**src/rtl/systolic_array_scheduler_pkg.sv**
```systemverilog
// Shared definitions for the systolic array scheduler: opcodes, FSM states,
// instruction field layout and the flush-length helper.
package systolic_pkg;

    localparam int unsigned ARR_SIZE_DEF = 4;

    localparam logic [3:0] OP_NOP   = 4'd0;
    localparam logic [3:0] OP_LDW   = 4'd1;
    localparam logic [3:0] OP_ACT   = 4'd2;
    localparam logic [3:0] OP_FLUSH = 4'd3;
    localparam logic [3:0] OP_DRAIN = 4'd4;

    localparam int unsigned OPC_LSB = 60;
    localparam int unsigned OPC_W   = 4;
    localparam int unsigned IDX_LSB = 32;
    localparam int unsigned IDX_W   = 16;
    localparam int unsigned PL_LSB  = 0;
    localparam int unsigned PL_W    = 32;

    // A wavefront needs 2N-1 advances to leave an N x N array completely
    function automatic int unsigned flush_cycles(input int unsigned n);
        return 2 * n - 1;
    endfunction

    localparam int unsigned FLUSH_CYCLES = flush_cycles(ARR_SIZE_DEF);

    typedef enum logic [2:0] {
        S_IDLE,
        S_LDW,
        S_ACT,
        S_FLUSH,
        S_DRAIN
    } state_e;

endpackage

```
**src/rtl/systolic_array_scheduler_down_counter.sv**
```systemverilog
// Loadable down-counter with zero flag; times the flush phase of the scheduler.
module sched_down_counter #(
    parameter int unsigned W = 3
) (
    input  logic         clk_i,
    input  logic         rst_ni,
    input  logic         load_i,
    input  logic [W-1:0] load_val_i,
    input  logic         dec_i,
    output logic [W-1:0] count_o,
    output logic         zero_o
);

    logic [W-1:0] cnt_q, cnt_d;

    always_comb begin
        cnt_d = cnt_q;
        if (load_i) begin
            cnt_d = load_val_i;
        end else if (dec_i && (cnt_q != '0)) begin
            cnt_d = cnt_q - W'(1);
        end
    end

    always_ff @(posedge clk_i or negedge rst_ni) begin
        if (!rst_ni) begin
            cnt_q <= '0;
        end else begin
            cnt_q <= cnt_d;
        end
    end

    assign count_o = cnt_q;
    assign zero_o  = (cnt_q == '0);

endmodule

```
**src/rtl/systolic_array_scheduler.sv**
```systemverilog
// Instruction-driven sequencer for a weight-stationary systolic array.
// Optional macro SCHED_PERF_CNT_EN adds perf_cycles (saturating arr_en cycle count).
module systolic_array_scheduler
    import systolic_pkg::*;
#(
    parameter int unsigned ARR_SIZE = 4,
    parameter int unsigned DATA_W   = 8,
    parameter int unsigned ACC_W    = 32,
    localparam int unsigned SEL_W   = $clog2(ARR_SIZE),
    localparam int unsigned VEC_W   = ARR_SIZE * DATA_W
) (
    input  logic             clk,
    input  logic             rst,
    input  logic             instr_valid,
    input  logic [63:0]      instr,
    output logic             instr_ready,
    output logic             arr_en,
    output logic             w_load,
    output logic [SEL_W-1:0] w_row,
    output logic [VEC_W-1:0] w_data,
    output logic             act_valid,
    output logic [VEC_W-1:0] act_data,
    output logic [SEL_W-1:0] res_sel,
    input  logic [ACC_W-1:0] res_data,
    output logic             out_valid,
    output logic [ACC_W-1:0] out_data,
    input  logic             out_ready,
    output logic             busy,
    output logic             err
`ifdef SCHED_PERF_CNT_EN
    ,output logic [31:0]     perf_cycles
`endif
);

    localparam int unsigned FLUSH_N = flush_cycles(ARR_SIZE);
    localparam int unsigned CNT_W   = $clog2(FLUSH_N + 1);

    state_e               state_q, state_d;
    logic                 arr_en_q, arr_en_d;
    logic                 w_load_q, w_load_d;
    logic [SEL_W-1:0]     w_row_q, w_row_d;
    logic [VEC_W-1:0]     w_data_q, w_data_d;
    logic                 act_valid_q, act_valid_d;
    logic [VEC_W-1:0]     act_data_q, act_data_d;
    logic [SEL_W-1:0]     res_sel_q, res_sel_d;
    logic                 out_valid_q, out_valid_d;
    logic [ARR_SIZE-1:0]  w_loaded_q, w_loaded_d;
    logic                 err_q, err_d;

    logic                 cnt_load, cnt_dec, cnt_zero;
    logic [CNT_W-1:0]     cnt_value;

    logic [OPC_W-1:0]     opc;
    logic [IDX_W-1:0]     idx;
    logic [PL_W-1:0]      payload;
    logic                 idx_ok;
    logic                 accept;
    logic                 unused_bits;

    assign opc     = instr[OPC_LSB +: OPC_W];
    assign idx     = instr[IDX_LSB +: IDX_W];
    assign payload = instr[PL_LSB +: PL_W];
    assign idx_ok  = (idx < IDX_W'(ARR_SIZE));
    assign unused_bits = ^{instr[59:48], cnt_value};

    assign instr_ready = (state_q == S_IDLE) & rst;
    assign accept      = instr_valid & instr_ready;

    sched_down_counter #(
        .W(CNT_W)
    ) u_flush_cnt (
        .clk_i      (clk),
        .rst_ni     (rst),
        .load_i     (cnt_load),
        .load_val_i (CNT_W'(FLUSH_N - 1)),
        .dec_i      (cnt_dec),
        .count_o    (cnt_value),
        .zero_o     (cnt_zero)
    );

    always_comb begin
        state_d     = state_q;
        arr_en_d    = 1'b0;
        w_load_d    = 1'b0;
        w_row_d     = '0;
        w_data_d    = '0;
        act_valid_d = 1'b0;
        act_data_d  = '0;
        out_valid_d = 1'b0;
        res_sel_d   = res_sel_q;
        w_loaded_d  = w_loaded_q;
        err_d       = err_q;
        cnt_load    = 1'b0;
        cnt_dec     = 1'b0;

        unique case (state_q)
            S_IDLE: begin
                if (accept) begin
                    case (opc)
                        OP_NOP: ;
                        OP_LDW: begin
                            state_d = S_LDW;
                            if (idx_ok) begin
                                w_load_d = 1'b1;
                                w_row_d  = idx[SEL_W-1:0];
                                w_data_d = payload[VEC_W-1:0];
                                w_loaded_d[idx[SEL_W-1:0]] = 1'b1;
                            end else begin
                                err_d = 1'b1;
                            end
                        end
                        OP_ACT: begin
                            state_d = S_ACT;
                            if (&w_loaded_q) begin
                                act_valid_d = 1'b1;
                                arr_en_d    = 1'b1;
                                act_data_d  = payload[VEC_W-1:0];
                            end else begin
                                err_d = 1'b1;
                            end
                        end
                        OP_FLUSH: begin
                            state_d  = S_FLUSH;
                            arr_en_d = 1'b1;
                            cnt_load = 1'b1;
                        end
                        OP_DRAIN: begin
                            state_d     = S_DRAIN;
                            out_valid_d = 1'b1;
                            res_sel_d   = '0;
                        end
                        default: err_d = 1'b1;
                    endcase
                end
            end
            S_LDW, S_ACT: state_d = S_IDLE;
            S_FLUSH: begin
                // Counter was loaded with N-1, so counts N-1..0 give N enabled cycles
                if (cnt_zero) begin
                    state_d = S_IDLE;
                end else begin
                    arr_en_d = 1'b1;
                    cnt_dec  = 1'b1;
                end
            end
            S_DRAIN: begin
                out_valid_d = 1'b1;
                if (out_ready) begin
                    if (res_sel_q == SEL_W'(ARR_SIZE - 1)) begin
                        state_d     = S_IDLE;
                        out_valid_d = 1'b0;
                        res_sel_d   = '0;
                    end else begin
                        res_sel_d = res_sel_q + SEL_W'(1);
                    end
                end
            end
            default: state_d = S_IDLE;
        endcase
    end

    always_ff @(posedge clk or negedge rst) begin
        if (!rst) begin
            state_q     <= S_IDLE;
            arr_en_q    <= 1'b0;
            w_load_q    <= 1'b0;
            w_row_q     <= '0;
            w_data_q    <= '0;
            act_valid_q <= 1'b0;
            act_data_q  <= '0;
            res_sel_q   <= '0;
            out_valid_q <= 1'b0;
            w_loaded_q  <= '0;
            err_q       <= 1'b0;
        end else begin
            state_q     <= state_d;
            arr_en_q    <= arr_en_d;
            w_load_q    <= w_load_d;
            w_row_q     <= w_row_d;
            w_data_q    <= w_data_d;
            act_valid_q <= act_valid_d;
            act_data_q  <= act_data_d;
            res_sel_q   <= res_sel_d;
            out_valid_q <= out_valid_d;
            w_loaded_q  <= w_loaded_d;
            err_q       <= err_d;
        end
    end

`ifdef SCHED_PERF_CNT_EN
    logic [31:0] perf_q;

    always_ff @(posedge clk or negedge rst) begin
        if (!rst) begin
            perf_q <= '0;
        end else if (arr_en_q && (perf_q != '1)) begin
            perf_q <= perf_q + 32'd1;
        end
    end

    assign perf_cycles = perf_q;
`endif

    assign arr_en    = arr_en_q;
    assign w_load    = w_load_q;
    assign w_row     = w_row_q;
    assign w_data    = w_data_q;
    assign act_valid = act_valid_q;
    assign act_data  = act_data_q;
    assign res_sel   = res_sel_q;
    assign out_valid = out_valid_q;
    assign out_data  = res_data;
    assign busy      = (state_q != S_IDLE);
    assign err       = err_q;

endmodule
```
**config.mk**
```make
export PLATFORM = sky130hd
export DESIGN_NAME = systolic_array_scheduler
export DESIGN_NICKNAME = d
export VERILOG_FILES = /design/src/rtl/systolic_array_scheduler_pkg.sv /design/src/rtl/systolic_array_scheduler_down_counter.sv /design/src/rtl/systolic_array_scheduler.sv
export SDC_FILE = /design/constraint.sdc
export NUM_CORES = 1
export LEC_CHECK = 0
export CORE_ASPECT_RATIO = 0.6
export CORE_MARGIN = 2
export CORE_UTILIZATION = 36
export DETAILED_ROUTE_END_ITERATION = 12
export GPL_TIMING_DRIVEN = 0
export PLACE_DENSITY = 0.8
export SYNTH_ARGS = -nofsm -noshare
export SYNTH_HDL_FRONTEND = slang
export SYNTH_HIERARCHICAL = 1
export SYNTH_SLANG_ARGS = --single-unit
```
**constraint.sdc**
```tcl
create_clock -name clk -period 1.96 [get_ports clk]
set_input_delay 0.392 -clock clk [delete_from_list [all_inputs] [get_ports clk]]
set_output_delay 0.392 -clock clk [all_outputs]
set_load 0.03 [all_outputs]
```
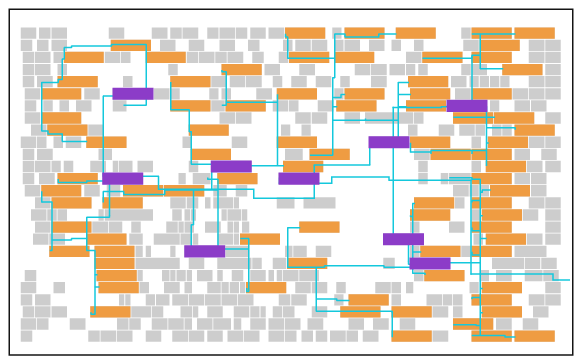
Fig. 1. Routed clock nets over the placement.
legend:
  flip-flops:
    color: orange
    count: 83
  clock wires:
    color: cyan
    length: 953 um
  clock drivers:
    color: purple
    count: 9
routed clock nets: 10
flops lie: spread over the die

==> changes_impl.md <==
## Flow update

- Run status: finished clean
- Top-count cell post-synth: dfrtp_1
- Yosys chip area: 3220 sq um
- Comb area: 867 sq um
- Commonest cells post-synth: 83 x dfrtp_1, 68 x and2_1, 33 x buf_4
- PortBufs: 162
- Drt initial violations: 81
- Drt first pass iters: 4
- Clock buf count: 10
- Top cell excl fill/tap: clkdlybuf4s50_1
- Clk tree area frac: 6.17%
- Initial antenna violation count: 0
- Synthesized cell area: 3220 sq um
- Cell area power density: 804 nW/um^2
- Layout cell share with drive strength beyond 1: 16.8%
- CP delay by family, top: flip-flops
- #MultiIn Comb: 127
- # Max-Cap Violations: 0
- Hold buffers post-CTS: 1
- Area share, top type: 64.4%
- CTS sink count: 83
- Crit path capture type: primary output
- Via density: 4.38
- FILL cells: 686
- Worst path max stage delay: 0.44 ns
- Count of library flops with an enable pin: 0
- Vias: 2419
- Register Area: 2080 sq um
- Clock group: 1.84 mW
- CTS clk-pin slew, worst paths: 0.06 ns
- Main flop type: dfrtp_1
- DRC violations left: 0
- Clk ins delay skew pair: 0.33 ns
- CP Data Arrival Time: 1.50 ns
- Core ar.: 8590 sq um
- Area delta synth->final: 68.6%
- Max-slew violation count: 0
- Non-clk bufs: 206
- NonClk Buf Share: 36.5%
- Pin count of the biggest net entering global routing: 47
- Vias in the first global route: 2482
- Post-synth ARST share: 100%
- Endpoints failing hold: 0
- Post-Syn Instances: 256
- H-tree depth: 3
- Final worst slack: 0.0708 ns
- Count of final setup violators: 0
- Worst path cell trace: or3_1 -> dlygate4sd2_1
- Fp util: 37.5%
- Post-synth top area cell: dfrtp_1
- Internal power: 3.31 mW
- Non-clock inverters: 8
- Final Instance Count excl. Fillers: 552
- HPWL after DPL: 6060 um
- Fmax: 529 MHz
- Number of setup buffers added after CTS: 0
- Clock skew: 0.00289 ns
- Mapped Avg Cell Area: 12.6 sq um
- Top power group: clock
- Finished Core Util: 63.3%
- Post-DRT Antenna Nets: 0
- Top logic family: simple AND/OR/NAND/NOR gates
- Most frequent cells in the layout: 159 x clkdlybuf4s50_1, 83 x dfrtp_1, 68 x and2_1
- Sw Ratio: 24.3%
- Flops after synth: 83
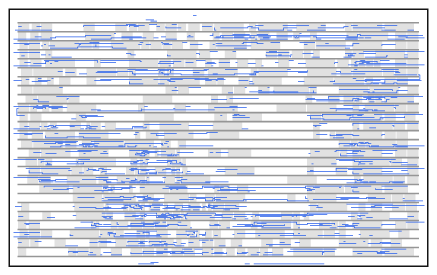
Fig. 2. Metal 1.
Supply wires on this layer in gray.
main direction: horizontal
share of all routed wire: 45%
longest straight run: 38.6 um
nets with wire on the layer: 439

==> path summary, 6_finish.rpt <==
check,startpoint,to,slack [ns],cells past startpoint
hold reg to reg,err$_DFFE_PN0P_,err$_DFFE_PN0P_,0.48,2
setup reg to reg,u_flush_cnt/count_o[0]$_DFFE_PN0P_,u_flush_cnt/count_o[2]$_DFFE_PN0P_,0.15,7
setup / recovery,state_q[2]$_DFFE_PN0P_,busy,0.07,2
hold / removal,rst,w_data[2]$_DFF_PN0_,0.04,2
max in group asynchronous,rst,act_data[15]$_DFF_PN0_,1.68,2
min in group clk,err$_DFFE_PN0P_,err$_DFFE_PN0P_,0.48,2
==> metal layers <==
metal	global-route usage (%)	up-vias	part of all wire, %
met1	21.3	1148	45
met2	27.7	110	47
li1	-	1156	-
met5	0	-	0
met3	6.28	5	7.5
met4	5.27	0	0.64
No activity file was given, so power comes from the tool's default toggle rates.
